--- src/rtl/writer_184.sv ---
// writer_184 - serializing transmitter for the 184-bit SCLK/SDIO framed link.
//
// Latches a parallel word on an accepted start and shifts it out LSB-index
// first (data_in[0] first, data_in[183] last). The receiver samples SDIO on
// every SCLK rising edge while init_key_flag is low, so every frame carries
// exactly FRAME_BITS rising edges.
//
// Parameters:
//   CLK_DIV     system clocks per SCLK half-period (1..255)
//   FRAME_BITS  bits per frame; fixed at 184 to match the receiver
//
// Ports:
//   clk            system clock, rising edge
//   reset          synchronous, active-high
//   start          send request, honoured in IDLE and in the DONE cycle
//   repeat_req     (WRITER_184_REPEAT_EN only) restart with a fresh latch of
//                  data_in when high in the DONE cycle
//   data_in        word to send, index 0 transmitted first
//   busy           frame in flight
//   done           one-cycle pulse at frame completion
//   init_key_flag  frame enable, idle high, low for the whole frame
//   SCLK_out       serial clock, idle low
//   SDIO_out       serial data, only changes while SCLK is low
//
// Build option: define WRITER_184_REPEAT_EN to add the repeat_req input.

module writer_184 #(
  parameter int unsigned CLK_DIV    = 4,
  parameter int unsigned FRAME_BITS = 184
) (
  input  logic                  clk,
  input  logic                  reset,
  input  logic                  start,
`ifdef WRITER_184_REPEAT_EN
  input  logic                  repeat_req,
`endif
  input  logic [0:FRAME_BITS-1] data_in,
  output logic                  busy,
  output logic                  done,
  output logic                  init_key_flag,
  output logic                  SCLK_out,
  output logic                  SDIO_out
);

  typedef enum logic [2:0] {
    S_IDLE,
    S_LEAD,
    S_HIGH,
    S_LOW,
    S_DONE
  } state_t;

  localparam logic [7:0] PH_LAST = 8'(CLK_DIV - 1);
  localparam logic [7:0] BIT_END = 8'(FRAME_BITS);

  state_t                state;
  logic [7:0]            phase;
  logic [7:0]            bit_cnt;
  logic [0:FRAME_BITS-1] shreg;
  logic                  accept;
  logic                  phase_last;

  // SDIO is the head of the shift register; the register is cleared whenever
  // the link is idle, which keeps SDIO low outside a frame.
  assign SDIO_out   = shreg[0];
  assign phase_last = (phase == PH_LAST);

  always_comb begin
    accept = 1'b0;
    if (state == S_IDLE) begin
      accept = start;
    end else if (state == S_DONE) begin
`ifdef WRITER_184_REPEAT_EN
      accept = start | repeat_req;
`else
      accept = start;
`endif
    end
  end

  always_ff @(posedge clk) begin
    if (reset) begin
      state         <= S_IDLE;
      phase         <= '0;
      bit_cnt       <= '0;
      shreg         <= '0;
      busy          <= 1'b0;
      done          <= 1'b0;
      init_key_flag <= 1'b1;
      SCLK_out      <= 1'b0;
    end else begin
      done <= 1'b0;
      case (state)
        // DONE behaves exactly like IDLE for acceptance, giving a single
        // flag-high cycle between back-to-back frames.
        S_IDLE, S_DONE: begin
          phase    <= '0;
          bit_cnt  <= '0;
          SCLK_out <= 1'b0;
          if (accept) begin
            state         <= S_LEAD;
            shreg         <= data_in;
            busy          <= 1'b1;
            init_key_flag <= 1'b0;
          end else begin
            state         <= S_IDLE;
            shreg         <= '0;
            busy          <= 1'b0;
            init_key_flag <= 1'b1;
          end
        end

        S_LEAD: begin
          if (phase_last) begin
            state    <= S_HIGH;
            phase    <= '0;
            SCLK_out <= 1'b1;
          end else begin
            phase <= phase + 8'd1;
          end
        end

        // Falling edge: advance SDIO in the same cycle so it gets a full
        // half-period of setup before the next rise.
        S_HIGH: begin
          if (phase_last) begin
            state    <= S_LOW;
            phase    <= '0;
            SCLK_out <= 1'b0;
            shreg    <= {shreg[1:FRAME_BITS-1], 1'b0};
            bit_cnt  <= bit_cnt + 8'd1;
          end else begin
            phase <= phase + 8'd1;
          end
        end

        // bit_cnt reaching FRAME_BITS marks the final fall; this LOW period
        // then serves as the trailing hold before the flag rises.
        S_LOW: begin
          if (phase_last) begin
            phase <= '0;
            if (bit_cnt == BIT_END) begin
              state         <= S_DONE;
              busy          <= 1'b0;
              done          <= 1'b1;
              init_key_flag <= 1'b1;
              shreg         <= '0;
            end else begin
              state    <= S_HIGH;
              SCLK_out <= 1'b1;
            end
          end else begin
            phase <= phase + 8'd1;
          end
        end

        default: begin
          state         <= S_IDLE;
          phase         <= '0;
          bit_cnt       <= '0;
          shreg         <= '0;
          busy          <= 1'b0;
          init_key_flag <= 1'b1;
          SCLK_out      <= 1'b0;
        end
      endcase
    end
  end

endmodule

--- config.mk ---
export PLATFORM = sky130hd
export DESIGN_NAME = writer_184
export DESIGN_NICKNAME = d
export VERILOG_FILES = /design/src/rtl/writer_184.sv
export SDC_FILE = /design/constraint.sdc
export NUM_CORES = 1
export LEC_CHECK = 0
export CORE_ASPECT_RATIO = 2
export CORE_MARGIN = 4
export CORE_UTILIZATION = 56
export DETAILED_ROUTE_END_ITERATION = 7
export GPL_TIMING_DRIVEN = 0
export MAX_ROUTING_LAYER = met4
export PLACE_DENSITY = 0.94
export SYNTH_ARGS = -nofsm -noshare
export SYNTH_HDL_FRONTEND = slang
export SYNTH_SLANG_ARGS = --single-unit
--- constraint.sdc ---
create_clock -name clk -period 3 [get_ports clk]
set_input_delay 0.6 -clock clk [delete_from_list [all_inputs] [get_ports clk]]
set_output_delay 0.6 -clock clk [all_outputs]
set_load 0.1 [all_outputs]
Fig. 1: run 1, cells coloured by class
Bar = 20 µm.
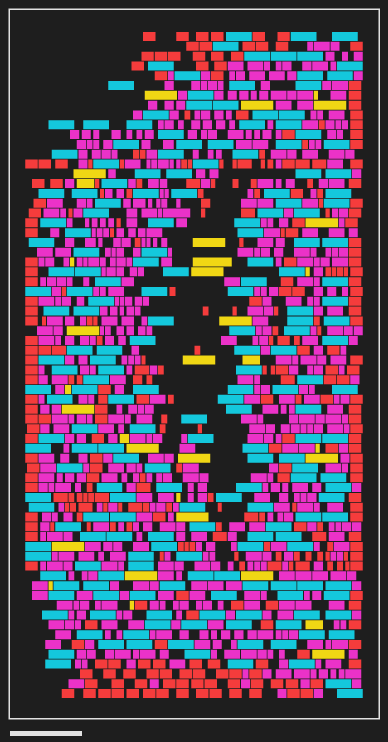
Red marks remaining buffers and delay cells, cells 318. Yellow marks clock drivers and dummy loads, cells 32. Cyan marks sequential cells, cells 207. Magenta marks combinational and other logic, cells 650.

Fig. 2: run 1, PDN straps and rails
Pins as bars on the die edge. Tap cells in grey.
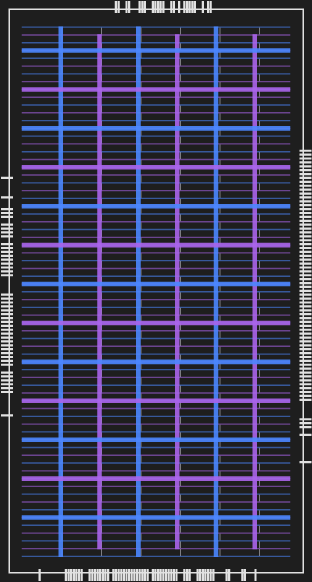
Blue marks VSS. Purple marks VDD.
6 straps on met4. 13 straps on met5. 192 signal pins sit on the boundary. 69 met1 rails follow the rows.
Peak VDD IR: 0.517 mV
core area: 17400 µm²

Fig. 3: run 1, selected gate families
Bar = 20 µm.
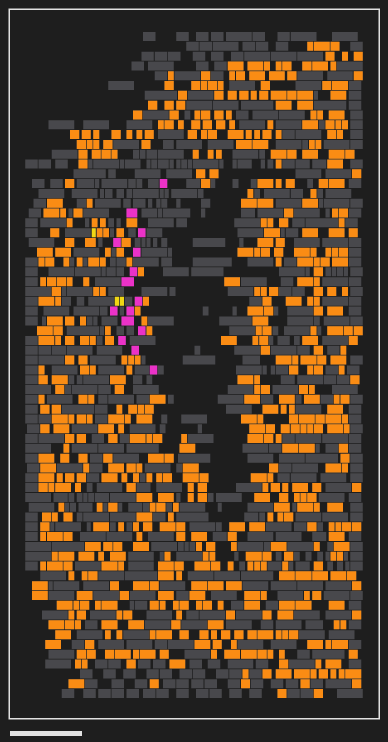
Orange marks aoi and oai cells, cells 578, most used a21oi_1, where all over the die. Magenta marks and/or cells, cells 15, most used or3_1. Yellow marks inv cells, cells 3, most used inv_1.

==> run notes, run 1 <==
impl run done, here's what came out: outcome complete, no violations, global-route usage over all layers between 20% and 30%, Period Utilization, post-route around 86%, total congestion overflow 0, Seq pwr share 46.3%, post-synthesis cell area 9940 µm², CP top delay family buffers and inverters, drt drc 0, met3 wire len 1570 µm, Area leader share a little over two fifths, Post-synth area hogs dfxtp_1 (42%), a211oi_2 (20%), a22oi_1 (14%), hold path start phase[0], Worst Hold Path Cells 1, commonest cells in the netlist dfxtp_1 (207), a21oi_1 (196), a22oi_1 (183), a211oi_2 (159), buf_2 (61), CP Launch Type flip-flop, Worst EP arrival 1990 ps, FMAX around 390 MHz, yosys stat area a little under 10000 µm², syn nets between 1000 and 1500, Die Ht around 200 µm, simple share under 10%, Synth Warn # 0, Iteration-0 DRC Markers ~400, antenna viol nets, final 0, Yosys reg bits ~210, Post-CTS Hold Buffers 0, RePlAce Congestion ~0.91, Async S/R FF share, synth 0%, Reg2Reg Setup Slack slightly above 600 ps, internal power about 0.005 W, min-delay worst type reg2reg, Synth Area in Compound Gates a little under half, WP data required ~2400 ps, Latency at later pin 490 ps, largest net degree at the start of global routing 16, Post-CTS Setup Repair Bufs 0, Port Buffers 190, vias per cell about 6.5, dpl ws -46.2 ps, combinational share of power ~18%, power per cell area about 530 nW/µm², mean post-synth cell area 10.1 µm², chip area around 20000 µm², floorplan core density around 57%, layout cell share with drive strength beyond 1 22.7%, Fillers 1187, Setup violations, final 0, total I/O pin count around 190, sw frac roughly a quarter, yosys xor share less than 1%, number of cell instances after yosys synthesis 985, Pleak between 4 and 5 nW, Max Used Layer met4, synthesized instance count 985, clk_skew around 17 ps, CTS tree done, Bufs and invs on worst path 1, min cycle time layout 2590 ps, NetSw 0.00177 W, Synth logic family AND-OR/OR-AND gates, RSZ-0062 raised after global routing false, mux frac, synth 0%, Root Buffer clkbuf_16, Clock Power Share a little over a third, initial antenna violation count 2, critical path type reg2out, DP HPWL ~21000 µm, WL/cell ~20 µm, Final nets between 1000 and 1500, maxcap violations 0, PnR worst setup slack 409 ps, prevailing post-synth register cell dfxtp_1, vias in the first global route a little under 10000, fin util 73.1%, post-CTS resize count 0, DR WL met2 16300 µm, Final Hold Viols 0, EDFF count, synth 0, Reg2Reg Depth 5, Clock Sinks approximately 210, Rows 68, Adder Share, Synth 0.378%, FF-to-FF Start state[0], Vias 9171, WHS Endpoint phase[0], largest area contributor in the netlist dfxtp_1, Clock Tree Buf Depth 3, Worst Tran Pin Value 973 ps, crit end category primary output, first-pass GRT wire length between 40000 and 50000 µm, setup TNS 0 ps, H-tree Lvls 1, Seq/Total Area, Yosys between 40% and 50%, CTS buffer count 19, Cell Type Count about 42, M1 WL around 9700 µm, Hold WS ~450 ps, Slew Limit Fails 0, Die X around 100 µm, Synth top cell by count dfxtp_1, clk slew on worst S/H paths around 60 ps, CP cell instances clkdlybuf4s50_1, crit-path max cell delay about 1200 ps, tool warnings 27, routed wire length 28900 µm, drt pass-1 iters 6, Area growth syn-to-layout 27.7%, Slew HR around a third, Worst path slowest cell clkdlybuf4s50_1, crit-path max FO 3, RR Endpoint shreg[122]
==> run 1: how the worst max path moves through the flow <==
stage	start	end	slack [ps]	cells past startpoint
floorplan	start	shreg[76]	1200	5
global placement	start	shreg[122]	20	6
detailed placement	start	shreg[144]	-50	6
CTS	busy	busy	400	1
global route	start	shreg[150]	310	6
finish	busy	busy	410	1
==> run 1: placed cells by master, fill, tap and decap left out, drive strengths merged, types with 9 or more instances in the layout <==
| master | n |
|---|---|
| nand2 | 10 |
| a211oi | 184 |
| clkbuf | 74 |
| a21oi | 197 |
| a22oi | 183 |
| dfxtp | 207 |
| buf | 83 |
| clkdlybuf4s50 | 190 |
| o21ai | 9 |
| nor2 | 10 |
==> run 1: cell type report <==
cell class	instances	area, µm²	area share, %
diodes	2	5.00	0.0394
plain buffers	128	704	5.55
clock buffers	29	543	4.28
clock inverters	3	42.5	0.335
inverters	3	11.3	0.0887
multi-input cells	647	5080	40.0
flip-flops and latches	207	4140	32.6
well taps	210	263	2.07
repair buffers	190	1900	15.0
==> run 1: kinds of logic after synthesis <==
group	Yosys count
xor+xnor	6
simple gates	57
buf+inv	131
compound gates	581
flops	207
fa+ha+maj	3
==> run 1: power by group through the flow <==
stage | combinational, W | clock [W] | sequential, W
after floorplan | 0.000772 | 0 | 0.00313
after global placement | 0.00117 | 0 | 0.00313
after detailed placement | 0.00121 | 0 | 0.00314
after CTS | 0.00122 | 0.00238 | 0.00308
after global routing | 0.00131 | 0.00249 | 0.00310
final | 0.00122 | 0.00236 | 0.00309
==> run 1: routing by layer <==
| layer | global-route usage (%) | vias to the layer above |
|---|---|---|
| met1 | 26.0 | 4434 |
| met5 | - | - |
| li1 | - | 4301 |
| met4 | 14.7 | 0 |
| met3 | 4.57 | 105 |
| met2 | 54.7 | 331 |
==> run 1: sequential cells by signal, indices dropped and copies added, names as in the netlist <==
signal	count
busy	1
SCLK_out	1
bit_cnt	8
shreg	184
phase	8
init_key_flag	1
done	1
state	3
==> run 1: metrics by stage <==
| stage | area (µm²) | instances | power (W) |
|---|---|---|---|
| finish | 12700 | 1419 | 0.00667 |
| global route | 12700 | 1419 | 0.00691 |
| CTS | 12700 | 1417 | 0.00668 |
| detailed placement | 12100 | 1385 | 0.00435 |
| global placement | 12100 | 1385 | 0.00430 |
| floorplan | 9940 | 985 | 0.00390 |
Fig. 4: run 1, clock wiring as the flow saved it
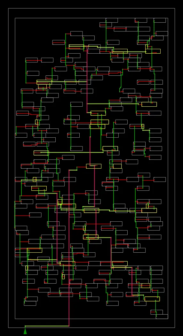

==> run 1 -> run 2 <==
Settings changed: SETUP_SLACK_MARGIN from default to 0.4.
Fig. 5: run 2, clock wiring as the flow saved it
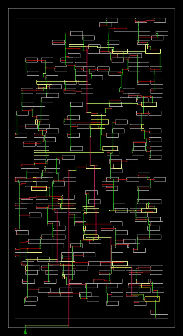
CTS buffer count: 19
clock buffer count: 29

==> run notes, run 2 <==
impl run done, here's what came out: RR Endpoint shreg[122], Async S/R FF share, synth 0% (unchanged), Final Hold Viols 0 (unchanged), Area leader share 41.7% (unchanged), Yosys reg bits 207 (unchanged), global-route usage over all layers 28.6% (unchanged), RePlAce Congestion 0.908 (unchanged), Die Ht 196 µm (unchanged), Synth Warn # 0 (unchanged), vias in the first global route 9687 (unchanged), Worst path slowest cell clkdlybuf4s50_1, Pleak 4.26 nW (+0.52%), max FFs per register 184 (unchanged), WHS Endpoint phase[0], drt pass-1 iters 6 (unchanged), syn nets 1175 (unchanged), crit-path max cell delay 1140 ps (about the same), hold path start phase[0], Post-CTS Setup Repair Bufs 0 (unchanged), RSZ-0062 raised after global routing false, H-tree Lvls 1 (unchanged), total I/O pin count 192 (unchanged), crit-path max FO 2 (-1), mean post-synth cell area 10.1 µm² (unchanged), prevailing post-synth register cell dfxtp_1, most frequent logic cell in the layout dfxtp_1, yosys stat area 9940 µm² (unchanged), Iteration-0 DRC Markers 379 (-6.4%), clk slew on worst S/H paths 70 ps (about the same), routed wire length 29000 µm (about the same), WL/cell 20.4 µm (about the same), clk_skew 16.2 ps (-0.714 ps), largest net degree at the start of global routing 16 (unchanged), Bufs and invs on worst path 1 (unchanged), Top Layout Cells dfxtp_1 (207), a21oi_1 (196), clkdlybuf4s50_1 (187), a22oi_1 (183), a211oi_2 (159), Root Buffer clkbuf_16, Finished Layout Cells 1419 (unchanged), CP cell instances clkdlybuf4s50_1, Period Utilization, post-route 85.4% (-0.96 points), Reg2Reg Depth 5 (unchanged), Post-synth area hogs dfxtp_1 (42%), a211oi_2 (20%), a22oi_1 (14%), floorplan core density 57.3% (unchanged), Placed Cells 1385 (unchanged), Reg2Reg Setup Slack 800 ps (+180 ps), power per cell area 525 nW/µm² (about the same), layout cell share with drive strength beyond 1 22.7% (unchanged), commonest cells in the netlist dfxtp_1 (207), a21oi_1 (196), a22oi_1 (183), a211oi_2 (159), buf_2 (61), post-synthesis cell area 9940 µm² (unchanged), total congestion overflow 0 (unchanged), min cycle time layout 2560 ps (-28.7 ps), tool warnings 27 (unchanged), design area 12700 µm² (about the same), CP Launch Type flip-flop, Worst Hold Path Cells 1 (unchanged), critical path type reg2out, DP Area 12100 µm² (unchanged), synthesized instance count 985 (unchanged), number of cell instances after yosys synthesis 985 (unchanged), outcome complete, no violations, vias per cell 6.47 (about the same), Worst Setup SP shreg[0], Rows 68 (unchanged), Slew HR 35.2% (+0.29 points), setup TNS 0 ps (unchanged), maxcap violations 0 (unchanged), Clock Tree Buf Depth 3 (unchanged), Worst Tran Pin Value 968 ps (-4.38 ps), crit end category primary output, min-delay worst type reg2reg, initial antenna violation count 2 (unchanged)
run 2: routing by layer:
layer  track usage [%]  wire length (µm)  share of wire [%]
met4              14.7              1390                4.8
met2              54.7             16300                 56
met3              4.57              1600                5.5
met1              26.0              9650                 33
met5                 -                 0                  0
run 2: repair_timing:
| action | CTS | global route |
|---|---|---|
| endpoints found under the setup margin | 2 | 66 |
| gates resized | 2 | 2 |
| pin swaps | 0 | 0 |
run 2: where the power goes:
group | total, W | internal, W | switching (W) | leakage (nW)
Clock | 0.00235 | 0.00133 | 0.00102 | 0.282
Combinational | 0.00122 | 0.000605 | 0.000616 | 2.27
Sequential | 0.00309 | 0.00296 | 0.000126 | 1.70
run 2: cell families after synthesis:
logic type                 count (synthesis)  share of synthesized area [%]
AOI/OAI and AO/OA                        581                           46.8
DFF                                      207                           41.7
buffers and inverters                    131                           7.20
and+or+nand+nor                           57                           3.42
xor gates and xnor gates                   6                          0.529
adders and majority gates                  3                          0.378
run 2: through the flow:
step / total power (W) / hold slack [ps] / setup WS, ps
2_1_floorplan: 0.00390 / 418 / 1200
3_3_place_gp: 0.00430 / 427 / 16.4
3_5_place_dp: 0.00435 / 443 / -46.2
4_1_cts: 0.00668 / 456 / 411
5_1_grt: 0.00691 / 484 / 410
6_report: 0.00667 / 452 / 438
run 2: worst max-delay path by stage:
| stage | slack, ps | cells after the start | endpoint |
|---|---|---|---|
| 4_1_cts | 410 | 6 | shreg[150] |
| 2_1_floorplan | 1200 | 5 | shreg[76] |
| 6_report | 440 | 1 | SDIO_out |
| 3_3_place_gp | 20 | 6 | shreg[122] |
| 5_1_grt | 410 | 1 | SDIO_out |
| 3_5_place_dp | -50 | 6 | shreg[144] |
run 2: cell type report:
class | instances | area [µm²] | share of cell area [%]
Clock buffer | 29 | 543 | 4.28
Timing Repair Buffer | 190 | 1900 | 15.0
Tap cell | 210 | 263 | 2.07
Clock inverter | 3 | 42.5 | 0.335
Inverter | 3 | 11.3 | 0.0887
Sequential cell | 207 | 4140 | 32.6
Antenna cell | 2 | 5.00 | 0.0394
Buffer | 128 | 704 | 5.55
Multi-Input combinational cell | 647 | 5080 | 40.0
run 2: worst reg2reg max path: cells and delay by family (launching register included):
family | cells | cell delay [ps]
buffers and inverters | 2 | 800
DFF | 1 | 400
AOI/OAI and AO/OA | 2 | 440
and+or+nand+nor | 1 | 490
Power figures rest on the tool's default switching activity, not on a simulated workload.
